<file path="config.mk">
export PLATFORM = sky130hd
export DESIGN_NAME = rocketcpu_sample_fifo
export DESIGN_NICKNAME = d
export VERILOG_FILES = /design/src/rtl/rocketcpu_sample_fifo.sv
export SDC_FILE = /design/constraint.sdc
export NUM_CORES = 1
export LEC_CHECK = 0
export CAP_MARGIN = 20
export CORE_UTILIZATION = 56
export DETAILED_ROUTE_END_ITERATION = 8
export GPL_TIMING_DRIVEN = 0
export PLACE_DENSITY = 0.88
export SLEW_MARGIN = 0
export SYNTH_ARGS = -nofsm -noshare
export SYNTH_HDL_FRONTEND = slang
export SYNTH_SLANG_ARGS = --single-unit
export TNS_END_PERCENT = 1
</file>
<file path="constraint.sdc">
create_clock -name i_wb_clk -period 4.8 [get_ports i_wb_clk]
set_input_delay 0.96 -clock i_wb_clk [delete_from_list [all_inputs] [get_ports i_wb_clk]]
set_output_delay 0.96 -clock i_wb_clk [all_outputs]
set_load 0.02 [all_outputs]
</file>
<file path="src/rtl/rocketcpu_sample_fifo.sv">
// Wishbone-fed stereo sample FIFO: the CPU pushes 32-bit words, the audio
// pipeline pops one per sample request, with a low-water interrupt.
module rocketcpu_sample_fifo #(
  parameter int unsigned DEPTH = 16,
  parameter int unsigned LW    = 5
) (
  input  logic        i_wb_clk,
  input  logic        reset,
  input  logic [31:0] i_wb_adr,
  input  logic [31:0] i_wb_dat,
  input  logic [3:0]  i_wb_sel,
  input  logic        i_wb_we,
  input  logic        i_wb_cyc,
  output logic [31:0] o_wb_rdt,
  output logic        o_wb_ack,
  input  logic        i_sample_req,
  output logic [31:0] o_sample,
  output logic        o_sample_valid,
  output logic        o_irq
);

  localparam int unsigned DW = 32;
  localparam int unsigned PW = (DEPTH > 1) ? $clog2(DEPTH) : 1;
  localparam int unsigned CW = 8;

  localparam logic [1:0] REG_DATA   = 2'd0;
  localparam logic [1:0] REG_STATUS = 2'd1;
  localparam logic [1:0] REG_THRESH = 2'd2;
  localparam logic [1:0] REG_CTRL   = 2'd3;

  localparam logic [LW-1:0] THRESH_RST = LW'(4);
  localparam logic [LW-1:0] LEVEL_MAX  = LW'(DEPTH);
  localparam logic [CW-1:0] UCNT_MAX   = '1;

  // Storage and architectural state
  logic [DW-1:0] mem [DEPTH];
  logic [PW-1:0] rptr;
  logic [PW-1:0] wptr;
  logic [LW-1:0] level;
  logic [LW-1:0] thresh;
  logic          enable;
  logic          unf_sticky;
  logic          ovf_sticky;
  logic [CW-1:0] ucnt;

  // Decoded bus and FIFO events
  logic          bus_acc;
  logic          bus_wr;
  logic          bus_req;
  logic [1:0]    reg_sel;
  logic          data_wr;
  logic          status_wr;
  logic          thresh_wr;
  logic          ctrl_wr;
  logic          clr;
  logic          empty;
  logic          full;
  logic [DW-1:0] head;
  logic          pop;
  logic          under;
  logic          push;
  logic          drop;

  // Next-state values
  logic [PW-1:0] rptr_n;
  logic [PW-1:0] wptr_n;
  logic [LW-1:0] level_n;
  logic [LW-1:0] thresh_n;
  logic          enable_n;
  logic          unf_n;
  logic          ovf_n;
  logic [CW-1:0] ucnt_n;
  logic          irq_n;

  logic [DW-1:0] status_word;
  logic [DW-1:0] rdt_n;

  logic unused_bits;
  assign unused_bits = ^{i_wb_adr[31:4], i_wb_adr[1:0], i_wb_sel[3:1]};

  // Side effects take place only during the acknowledged cycle
  always_comb begin
    bus_acc   = o_wb_ack & i_wb_cyc;
    bus_wr    = bus_acc & i_wb_we;
    bus_req   = i_wb_cyc & ~o_wb_ack;
    reg_sel   = i_wb_adr[3:2];
    data_wr   = bus_wr & (reg_sel == REG_DATA);
    status_wr = bus_wr & (reg_sel == REG_STATUS);
    thresh_wr = bus_wr & (reg_sel == REG_THRESH) & i_wb_sel[0];
    ctrl_wr   = bus_wr & (reg_sel == REG_CTRL);
    clr       = ctrl_wr & i_wb_dat[1];

    empty = (level == '0);
    full  = (level == LEVEL_MAX);
    head  = empty ? '0 : mem[rptr];

    // Clear beats a pop; a push can still use the slot freed by a pop
    pop   = i_sample_req & enable & ~empty & ~clr;
    under = i_sample_req & enable & empty & ~clr;
    push  = data_wr & (~full | pop);
    drop  = data_wr & ~push;
  end

  always_comb begin
    rptr_n   = rptr;
    wptr_n   = wptr;
    level_n  = level;
    thresh_n = thresh;
    enable_n = enable;
    unf_n    = unf_sticky;
    ovf_n    = ovf_sticky;
    ucnt_n   = ucnt;

    if (thresh_wr) begin
      thresh_n = i_wb_dat[LW-1:0];
    end
    if (ctrl_wr && i_wb_sel[0]) begin
      enable_n = i_wb_dat[0];
    end

    if (clr) begin
      rptr_n  = '0;
      wptr_n  = '0;
      level_n = '0;
      unf_n   = 1'b0;
      ovf_n   = 1'b0;
      ucnt_n  = '0;
    end else begin
      if (pop) begin
        rptr_n = rptr + PW'(1);
      end
      if (push) begin
        wptr_n = wptr + PW'(1);
      end
      case ({push, pop})
        2'b10:   level_n = level + LW'(1);
        2'b01:   level_n = level - LW'(1);
        default: level_n = level;
      endcase

      // New events win over a write-1-to-clear in the same cycle
      if (under) begin
        unf_n = 1'b1;
      end else if (status_wr && i_wb_dat[10]) begin
        unf_n = 1'b0;
      end
      if (drop) begin
        ovf_n = 1'b1;
      end else if (status_wr && i_wb_dat[11]) begin
        ovf_n = 1'b0;
      end
      if (under && (ucnt != UCNT_MAX)) begin
        ucnt_n = ucnt + CW'(1);
      end
    end

    irq_n = enable_n & (level_n <= thresh_n);
  end

  // Read data is captured on the request edge so it is valid with ack
  always_comb begin
    status_word         = '0;
    status_word[LW-1:0] = level;
    status_word[8]      = empty;
    status_word[9]      = full;
    status_word[10]     = unf_sticky;
    status_word[11]     = ovf_sticky;
    status_word[23:16]  = ucnt;

    rdt_n = '0;
    if (bus_req) begin
      case (reg_sel)
        REG_DATA:   rdt_n = head;
        REG_STATUS: rdt_n = status_word;
        REG_THRESH: rdt_n = DW'(thresh);
        REG_CTRL:   rdt_n = DW'(enable);
        default:    rdt_n = '0;
      endcase
    end
  end

  always_ff @(posedge i_wb_clk) begin
    if (!reset && push) begin
      mem[wptr] <= i_wb_dat;
    end
  end

  always_ff @(posedge i_wb_clk) begin
    if (reset) begin
      o_wb_ack       <= 1'b0;
      o_wb_rdt       <= '0;
      o_sample       <= '0;
      o_sample_valid <= 1'b0;
      o_irq          <= 1'b0;
      rptr           <= '0;
      wptr           <= '0;
      level          <= '0;
      thresh         <= THRESH_RST;
      enable         <= 1'b0;
      unf_sticky     <= 1'b0;
      ovf_sticky     <= 1'b0;
      ucnt           <= '0;
    end else begin
      o_wb_ack   <= bus_req;
      o_wb_rdt   <= rdt_n;
      o_irq      <= irq_n;
      rptr       <= rptr_n;
      wptr       <= wptr_n;
      level      <= level_n;
      thresh     <= thresh_n;
      enable     <= enable_n;
      unf_sticky <= unf_n;
      ovf_sticky <= ovf_n;
      ucnt       <= ucnt_n;

      // Underflow and clear keep the last sample; disabled outputs silence
      o_sample_valid <= i_sample_req;
      if (i_sample_req) begin
        if (!enable) begin
          o_sample <= '0;
        end else if (pop) begin
          o_sample <= head;
        end
      end
    end
  end

endmodule

</file>
Figure 1. Met3 routing.
Scale: 2 px per um.
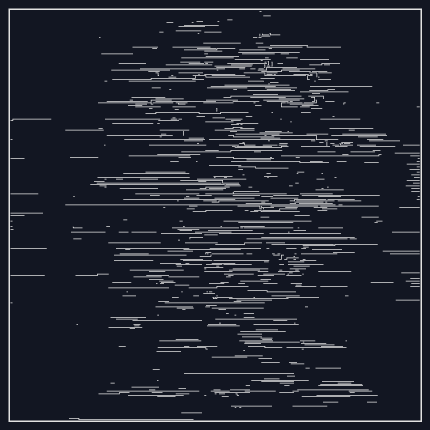
main direction	horizontal
wire length on this layer	7170 um
longest straight run	135 um

Figure 2. The clock network.
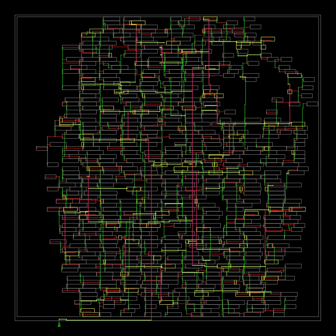
number of clock buffers inserted by TritonCTS: 56
Seq Cell Count: 612
count of clock buffers in the final design: 79
clock sink count: 612
Latency at later pin: 0.61 ns

==> notes.md <==
Flow results follow.

The combinational power reported by the tool is 147 uW. For reference, XOR and XNOR gates occupy 0.530% of the area reported after synthesis. The tightest hold path in the finished design has a slack of 0.471 ns. The met3 usage is 6.13%. Before CTS, the worst setup slack after placement is -0.332 ns. The busiest layer in global routing is met2. By count the netlist is led by sky130_fd_sc_hd__edfxtp_1 (512), sky130_fd_sc_hd__mux4_2 (128), sky130_fd_sc_hd__dfxtp_1 (100), sky130_fd_sc_hd__nor2_1 (62), sky130_fd_sc_hd__nand2_1 (38). Per the detail_route report, routed wire per instance is 32.9 um. The slowest stage of the critical path belongs to the cell sky130_fd_sc_hd__nor2_1. The count of buffers added on input and output ports is 106.

The launch instance of the worst min-delay path is o_sample[13]$_SDFFE_PP0P_. The report lists the power per cell area as 379 nW/um^2. The met3 routed wirelength is 7.17 mm. Of the cells placed in the final design, the portion with a size suffix greater than 1 is 22.4%. The first TritonRoute pass finished after 6 iterations. The most critical setup path has its startpoint at i_wb_cyc. The switching portion of total power comes to 20.3%. Following the worst setup path forward leads to its endpoint at o_irq$_SDFF_PP0_. The register with the most flip-flops in the layout has 512 of them. After Yosys synthesis, AND-OR and OR-AND compound gates account for 5.72% of the synthesized area. The HPWL after detailed placement is 35.0 mm. The initial antenna violation count is 1. After layout the signal buffers, clock cells excluded, come to 6.26% of cell area.

Per the layout area report, the combinational gate area comes to 5540 sq um. The fraction of area in multi-input gates is 20.5%. The end-of-flow core utilization is 66.5%. The site row count is 74. The family with the most delay on the worst path is simple AND/OR/NAND/NOR gates.

The endpoint of the worst hold-timing path is o_sample[13]$_SDFFE_PP0P_. The worst voltage drop across the vdd grid is 0.292 mV. The area fraction in and, or, nand and nor cells after synthesis is 3.39%.

The core utilization at floorplan is 56.8%. The area fraction in full adders, half adders and majority gates is 0.844%. The pin count of the biggest net entering global routing is 23. The static leakage power is 8.56 nW. The top metal layer carrying routed signals is met4. The cell type with the largest total area after synthesis is sky130_fd_sc_hd__edfxtp_1. The TritonCTS clock tree is built. The flow ran to the end, and the final reports show no timing, DRC or antenna violations. The met1 capacity usage during global routing is 37.3%. The most instantiated library cell after synthesis is sky130_fd_sc_hd__edfxtp_1. Of the post-synthesis cell area, the part taken by muxes is 12.9%.

Post-synth the commonest register cell is sky130_fd_sc_hd__edfxtp_1. In the synthesized netlist, the dominant kind of combinational cell is multiplexers. The wire length of the first global-routing pass is 88.8 mm. In the finished design, the share of the clock period the worst path needs comes to 90.8%. The internal power consumption is 8.18 mW. Counting along the longest clock path gives a buffer depth of 3.

In this design, the stage delay of the slowest critical-path cell is 0.59 ns. After filler insertion, the fill cell instance count of the layout stands at 2414. The tightest min-delay check is of the flop to flop type. After routing the design area is 27100 sq um. The synthesized area is 23100 sq um. In this run the maximum-capacitance check reported violations numbering 0. The total overflow left after global routing is 0. The finished layout holds 1919 standard cells, fillers aside. The routed layout has 13100 vias. In this run the critical path is formed by clkdlybuf4s50_1 -> nand3_1 -> nor2_1 -> or3_2 -> inv_1 -> ha_1 -> nor2b_1 -> o21a_1 -> or4_1 -> a21oi_1 -> nor3b_1 -> ha_1 -> mux2i_1 -> a21oi_1 -> nor3_1.

The worst register-to-register path ends at o_irq$_SDFF_PP0_. In the hold timing report, the worst path depth is 1. The die height is 205 um. Setup repair after global routing left no endpoint under its margin. The detailed-route vias per instance is 6.83. The post-synthesis to final-layout area growth is 17.1%.
Figure 3. Clock network drawn from the DEF.
Scale: 2 px per um.
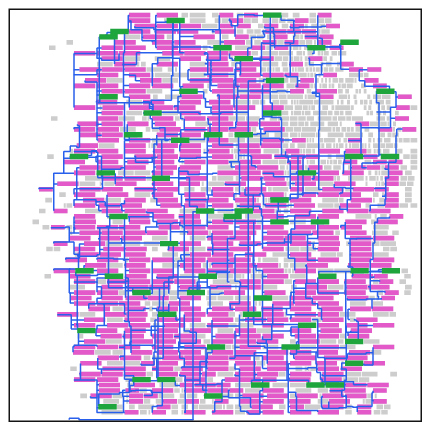
[clock-net drivers] green | count: 56
[clock wires] blue | length: 6680 um
[flip-flops] magenta | count: 612
routed clock nets	57
clock power share: 42.5%
clock skew after layout: 0.0167 ns
total clock network power: 4.36 mW

Figure 4. Metal layers overlaid.
Scale: 1.5 px per um.
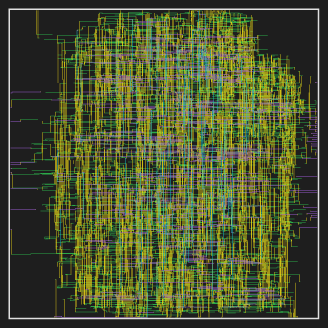
layer	color	wire length
M1	green	21.2 mm
M4	cyan	3350 um
M3	purple	7170 um
M2	yellow	31.3 mm

Power figures rest on the tool's default switching activity, not on a simulated workload.
